Fig. 1: run 1, track usage over the die
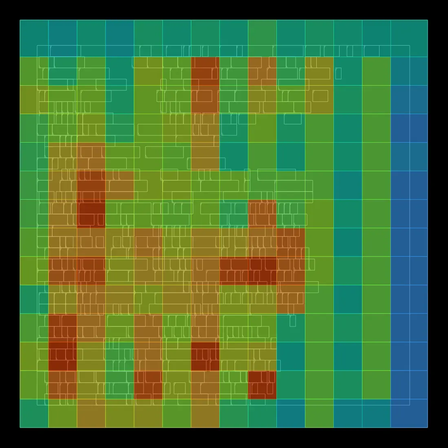
Fig. 2: run 1, cells by drive strength
Scale: 4 px per um.
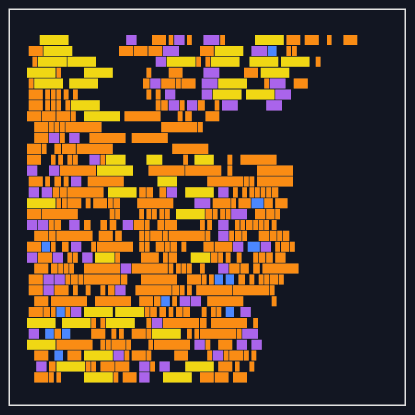
Fig. 3: run 1, sequential cells grouped by signal name
Scale: 4 px per um. Other sequential cells in the stronger gray, the rest of the logic in the fainter gray.
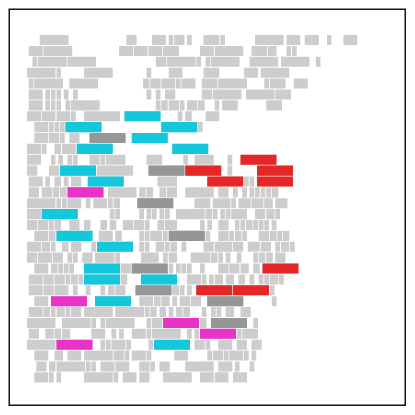
Fig. 4: run 1, close-up of the layout
Region (37, 37) to (62, 62) um. Cells in gray, sequential cells in the stronger gray; small squares are vias.
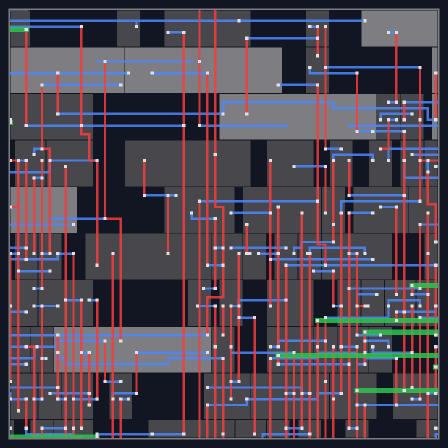
## src/rtl/dmem_port_arbiter_pkg.sv

```systemverilog
// Shared types and constants for the data-RAM port arbiter: display mode
// encoding, display word geometry and word-to-byte address formation.
package dmem_port_arbiter_pkg;

    localparam int         NUM_WORDS = 32;
    localparam int         IDX_W     = 5;
    localparam logic [1:0] WORD_OFS  = 2'b00;

    typedef enum logic [1:0] {
        MODE_IDLE = 2'd0,
        MODE_PEEK = 2'd1,
        MODE_SCAN = 2'd2
    } mode_e;

    function automatic logic [31:0] word_byte_addr(input logic [IDX_W-1:0] idx);
        return {{(32-IDX_W-2){1'b0}}, idx, WORD_OFS};
    endfunction

endpackage

```

## src/rtl/dmem_port_arbiter_scan.sv

```systemverilog
// disp_scan_seq: scan index, dwell counter and scan request generation for
// the display reader. Counters freeze outside SCAN and restart on re-entry.
module disp_scan_seq
    import dmem_port_arbiter_pkg::*;
#(
    parameter int SCAN_DWELL = 4
) (
    input  logic             clk,
    input  logic             rst,
    input  mode_e            mode_i,
    input  logic             gnt_i,
    output logic [IDX_W-1:0] idx_o,
    output logic             req_o
);

    localparam logic [7:0] DWELL_RLD = 8'(SCAN_DWELL - 1);

    mode_e            mode_q;
    logic [IDX_W-1:0] idx_q, idx_d, idx_cur;
    logic [7:0]       dwell_q, dwell_d, dwell_cur;
    logic             entering;

    // Entry is handled combinationally so the very first SCAN cycle already
    // requests word 0 instead of waiting one cycle for the registers to clear.
    assign entering  = (mode_i == MODE_SCAN) && (mode_q != MODE_SCAN);
    assign idx_cur   = entering ? '0 : idx_q;
    assign dwell_cur = entering ? '0 : dwell_q;
    assign idx_o     = idx_cur;
    assign req_o     = (mode_i == MODE_SCAN) && (dwell_cur == 8'd0);

    always_comb begin
        idx_d   = idx_q;
        dwell_d = dwell_q;
        if (mode_i == MODE_SCAN) begin
            idx_d   = idx_cur;
            dwell_d = dwell_cur;
            if (req_o && gnt_i) begin
                idx_d   = IDX_W'((32'(idx_cur) + 1) % NUM_WORDS);
                dwell_d = DWELL_RLD;
            end else if (dwell_cur != 8'd0) begin
                dwell_d = dwell_cur - 8'd1;
            end
        end
    end

    always_ff @(posedge clk or posedge rst) begin
        if (rst) begin
            mode_q  <= MODE_IDLE;
            idx_q   <= '0;
            dwell_q <= '0;
        end else begin
            mode_q  <= mode_i;
            idx_q   <= idx_d;
            dwell_q <= dwell_d;
        end
    end

endmodule

```

## src/rtl/dmem_port_arbiter.sv

```systemverilog
// Data-RAM port arbiter: CPU MEM stage has priority, the display reader takes
// idle cycles. Define DISP_STARVE_GUARD_EN to add the forced-grant stall.
module dmem_port_arbiter
    import dmem_port_arbiter_pkg::*;
#(
    parameter int SCAN_DWELL = 4,
    parameter int STARVE_MAX = 8
) (
    input  logic        clk,
    input  logic        reset,
    input  logic        cpu_re,
    input  logic        cpu_we,
    input  logic [31:0] cpu_addr,
    input  logic [31:0] cpu_wdata,
    output logic [31:0] cpu_rdata,
    output logic        cpu_stall,
    input  logic        disp_en,
    input  logic        disp_seq_en,
    input  logic [4:0]  disp_addr,
    output logic [31:0] ram_addr,
    output logic        ram_we,
    output logic [31:0] ram_din,
    input  logic [31:0] ram_dout,
    output logic [15:0] disp_data,
    output logic [4:0]  disp_idx,
    output logic        disp_valid
);

    if (SCAN_DWELL < 1 || SCAN_DWELL > 255 || STARVE_MAX < 1 || STARVE_MAX > 255) begin : g_param_check
        $error("dmem_port_arbiter: SCAN_DWELL and STARVE_MAX must lie in 1..255");
    end

    mode_e            mode;
    logic             cpu_acc, disp_req, disp_gnt, force_gnt, scan_req;
    logic [IDX_W-1:0] scan_idx, cur_idx;
    logic [15:0]      disp_data_q;
    logic [IDX_W-1:0] disp_idx_q;
    logic             disp_valid_q;

    // Held in IDLE during reset so the RAM port mirrors the CPU immediately.
    always_comb begin
        mode = MODE_IDLE;
        if (!reset) begin
            if (disp_seq_en)  mode = MODE_SCAN;
            else if (disp_en) mode = MODE_PEEK;
        end
    end

    disp_scan_seq #(.SCAN_DWELL(SCAN_DWELL)) u_scan (
        .clk    (clk),
        .rst    (reset),
        .mode_i (mode),
        .gnt_i  (disp_gnt),
        .idx_o  (scan_idx),
        .req_o  (scan_req)
    );

    assign cpu_acc  = cpu_re | cpu_we;
    assign cur_idx  = (mode == MODE_SCAN) ? scan_idx : disp_addr;
    assign disp_req = (mode == MODE_PEEK) || ((mode == MODE_SCAN) && scan_req);
    assign disp_gnt = disp_req && (!cpu_acc || force_gnt);

`ifdef DISP_STARVE_GUARD_EN
    localparam logic [7:0] STARVE_LIM = 8'(STARVE_MAX);

    logic [7:0] starve_q, starve_d;

    assign force_gnt = disp_req && (starve_q == STARVE_LIM);
    assign starve_d  = (disp_req && cpu_acc && !disp_gnt) ? starve_q + 8'd1 : 8'd0;

    always_ff @(posedge clk or posedge reset) begin
        if (reset) starve_q <= '0;
        else       starve_q <= starve_d;
    end
`else
    assign force_gnt = 1'b0;
`endif

    // A forced grant also masks the store; the frozen pipeline replays it.
    assign ram_addr  = disp_gnt ? word_byte_addr(cur_idx) : cpu_addr;
    assign ram_we    = cpu_we && !disp_gnt;
    assign ram_din   = cpu_wdata;
    assign cpu_rdata = ram_dout;
    assign cpu_stall = force_gnt;

    always_ff @(posedge clk or posedge reset) begin
        if (reset) begin
            disp_data_q  <= '0;
            disp_idx_q   <= '0;
            disp_valid_q <= 1'b0;
        end else begin
            disp_valid_q <= disp_gnt;
            if (disp_gnt) begin
                disp_data_q <= ram_dout[15:0];
                disp_idx_q  <= cur_idx;
            end
        end
    end

    assign disp_data  = disp_data_q;
    assign disp_idx   = disp_idx_q;
    assign disp_valid = disp_valid_q;

endmodule
```

## config.mk

```make
export PLATFORM = sky130hd
export DESIGN_NAME = dmem_port_arbiter
export DESIGN_NICKNAME = d
export VERILOG_FILES = /design/src/rtl/dmem_port_arbiter_pkg.sv /design/src/rtl/dmem_port_arbiter_scan.sv /design/src/rtl/dmem_port_arbiter.sv
export SDC_FILE = /design/constraint.sdc
export NUM_CORES = 1
export LEC_CHECK = 0
export ABC_AREA = 1
export CORE_MARGIN = 4
export CORE_UTILIZATION = 32
export CTS_CLUSTER_DIAMETER = 80
export DETAILED_ROUTE_END_ITERATION = 12
export PLACE_DENSITY = 0.82
export SLEW_MARGIN = 10
export SYNTH_ARGS = -nofsm -noshare
export SYNTH_HDL_FRONTEND = slang
export SYNTH_SLANG_ARGS = --single-unit
```

## constraint.sdc

```tcl
create_clock -name clk -period 3.01 [get_ports clk]
set_input_delay 0.4515 -clock clk [delete_from_list [all_inputs] [get_ports clk]]
set_output_delay 0.4515 -clock clk [all_outputs]
set_load 0.1 [all_outputs]
```

==> impl_metrics.ini, run 1 <==
; implementation run metrics
[worst_setup_path]
crit-reg2reg-capture = disp_data[8]$_DFFE_PP0P_
worst-setup-path-type = input pin to primary output
cp.required_ns = 2.56
path_max_fanout = 8
cp_num_cells = 13
reg2reg_setup_slack_ns = 1.20

[synthesis]
yosysCellCount = 370
common_cells = 101 x sky130_fd_sc_hd__nand2_1, 67 x sky130_fd_sc_hd__buf_4, 44 x sky130_fd_sc_hd__inv_1
post-synth-top-area-fraction_pct = 35.2
top_logic_kind = simple AND/OR/NAND/NOR gates
postSynth.topFlopCell = sky130_fd_sc_hd__dfrtp_1
synth_nets = 480
yosys_warnings = 0
topCellsByArea = sky130_fd_sc_hd__dfrtp_1 35%, sky130_fd_sc_hd__buf_4 19%, sky130_fd_sc_hd__nand2_1 14%
netlist_instances = 370
ys.flops = 37
post_synth_mux_area_share_pct = 0
yosysTopAreaCell = sky130_fd_sc_hd__dfrtp_1
post_synth_instance_area_sq_mm = 0.00263
yosys.area_share.xor_xnor_pct = 1.33
most_common_cell = sky130_fd_sc_hd__nand2_1

[global_route]
grt_most_used_layer = met2
first_pass_grt_wire_length_um = 12100
antenna_violations_before_repair = 0

[floorplanning]
core_area_sq_mm = 0.00785
tap_cells = 102
die_w_um = 98.6

[final_timing]
fin_crit_sh_pct = 97.1
postLayoutSetupSlackWorst_ns = 0.0881

[drt]
first_iter_violations = 108
route.antenna.remaining_nets = 0
detailroute.wirelength.met2_um = 4090
route.met3.wl_um = 725
post_dr_wirelength_cell_um = 13.8
routedLengthMet1_um = 2650
drt_pass1_iterations = 6
routed_wl_um = 7540

[power_and_ir_drop]
power_leakage_nw = 2.12
sequentialPowerShare_pct = 23.9
total_power_mw = 3.44
netSwitchingFraction_pct = 58.3

[layout]
dominant_cells = non-clock buffers
post_route_cells_drive_above_1_share_pct = 26.6
combAreaFraction_pct = 26.3
nNonClkInverters = 44
layout.cell_area.non_filler_sq_mm = 0.00407
final_net_count = 552
max_ffs_per_register = 16
fillers = 729
clkbuf_count = 8

[clocking]
cts.repair_timing.setup_buffer_count = 0
ctsHoldBuffers = 0
clk_root_buffer_cell = sky130_fd_sc_hd__clkbuf_8
htreeDepth = 2
cts_tree = built

[min_path]
hold_path_startpoint = disp_data[11]$_DFFE_PP0P_
worst_hold_path_type = register to register
hold_depth = 2

[placed_design]
placed_inst_area_sq_mm = 0.00389
finalWeightedCongestion = 0.748

[job]
drv.max_cap_violation_count = 0

[status]
outcome = complete, no violations
-- Fig. 1 (at the start) --
met3 Usage GRT: 5.94%
GR Layer Usage met2: 27.8%
post-route core utilization: 51.9%
Total Routing Usage GR: 15.0%
met1 Usage GRT: 15.5%

-- Fig. 2 (at the start) --
| color | size | cells | share | most used |
|---|---|---|---|---|
| yellow | _6 and larger | 43 | 9.7% | buf_12 |
| purple | _3 and _4 cells | 63 | 14% | buf_4 |
| orange | _0 and _1 cells | 325 | 73% | nand2_1 |
| blue | _2 cells | 12 | 2.7% | nand2_2 |
Non-CTS buffers: 145
area added between synthesis and finish: 54.8%

-- Fig. 3 (at the start) --
| color | signal | flops |
|---|---|---|
| magenta | disp_idx | 5 |
| red | u_scan.dwell_q | 8 |
| cyan | disp_data | 16 |
not colored: 8

-- Fig. 4 (at the start) --
| color | layer |
|---|---|
| red | metal 2 |
| blue | metal 1 |
| green | metal 3 |
netlist names of flops here include: u_scan.dwell_q (2), u_scan.idx_q (2)
cells with their middle in the window: 55
sequential cells in the window: 4
most frequent: nand2_1 (19), inv_1 (5), buf_4 (5)

## Run 2: what changed since run 1
Settings changed: GPL_TIMING_DRIVEN set to 0, PLACE_DENSITY 0.82 to 0.84.
==> impl_metrics.ini, run 2 <==
; implementation run metrics
[synthesis]
postSynth.topFlopCell = sky130_fd_sc_hd__dfrtp_1
post-synth-top-area-fraction_pct = 35.2
top_logic_kind = simple AND/OR/NAND/NOR gates
common_cells = 101 x sky130_fd_sc_hd__nand2_1, 67 x sky130_fd_sc_hd__buf_4, 44 x sky130_fd_sc_hd__inv_1
yosysTopAreaCell = sky130_fd_sc_hd__dfrtp_1
netlist_instances = 370
synth_nets = 480
post_synth_mux_area_share_pct = 0
yosys_warnings = 0
yosysCellCount = 370
ys.flops = 37
post_synth_instance_area_sq_mm = 0.00263

[global_route]
globalRouteMet2Util_pct = 36.9
globalRouteMet3Util_pct = 5.59
first_pass_grt_wire_length_um = 15400
globalRouteTotalUtil_pct = 19.4
grt_most_used_layer = met2

[worst_setup_path]
reg2reg_setup_slack_ns = 0.88
worst-setup-path-type = input pin to primary output
path_max_fanout = 10
crit-reg2reg-capture = disp_idx[4]$_DFFE_PP0P_

[final_timing]
fin_crit_sh_pct = 95.7

[drt]
route.met3.wl_um = 881
post_dr_wirelength_cell_um = 14.7
route.antenna.remaining_nets = 0
drt_pass1_iterations = 4
detailroute.wirelength.met2_um = 5390
routedLengthMet1_um = 3290

[status]
outcome = complete, no violations

[power_and_ir_drop]
netSwitchingFraction_pct = 57.8
power_leakage_nw = 2.53
total_power_mw = 4.01

[layout]
max_ffs_per_register = 16
clkbuf_count = 5
final_net_count = 673
most_common_library_cell_in_the_layout_ignoring_fill_and_taps = sky130_fd_sc_hd__clkdlybuf4s50_1
dominant_cells = non-clock buffers
combAreaFraction_pct = 21.5
fillers = 645

[min_path]
worst_hold_path_type = input pin to asynchronous set/reset pin

[floorplanning]
tap_cells = 102
core_area_sq_mm = 0.00785

[placed_design]
placed_inst_area_sq_mm = 0.00461

[clocking]
cts.repair_timing.setup_buffer_count = 6
htreeDepth = 2
Fig. 5: run 2, sequential cells grouped by signal name
Scale: 4 px per um. Other sequential cells in the stronger gray, the rest of the logic in the fainter gray.
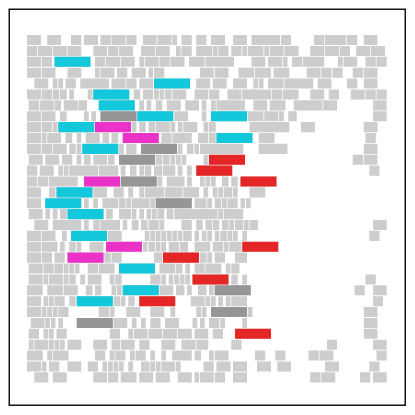
| color | signal | flops |
|---|---|---|
| magenta | disp_idx | 5 |
| red | u_scan.dwell_q | 8 |
| cyan | disp_data | 16 |
not colored: 8
sequential standard cell area: 926 sq um
share of the final layout cell area in sequential cells: 18.7%
post-route core utilization: 63.2%
reported sequential group power: 0.812 mW

Fig. 6: run 2, cells by drive strength
Scale: 4 px per um.
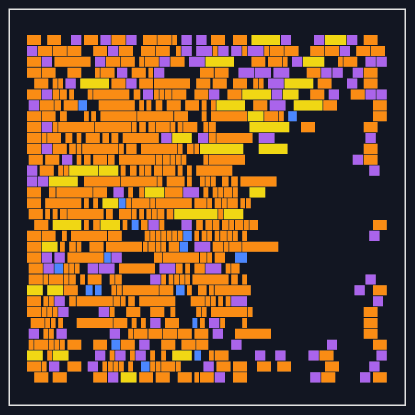
| color | size | cells | share | most used |
|---|---|---|---|---|
| blue | _2 cells | 16 | 2.8% | nand2_2 |
| yellow | _6 and larger | 32 | 5.7% | buf_12 |
| purple | _3 and _4 cells | 102 | 18% | buf_4 |
| orange | _0 and _1 cells | 414 | 73% | clkdlybuf4s50_1 |
setup slack after layout: 0.128 ns
Non-CTS buffers: 265
Finished Cell Area: 0.00496 sq mm
area added between synthesis and finish: 88.7%

No activity file was given, so power comes from the tool's default toggle rates.
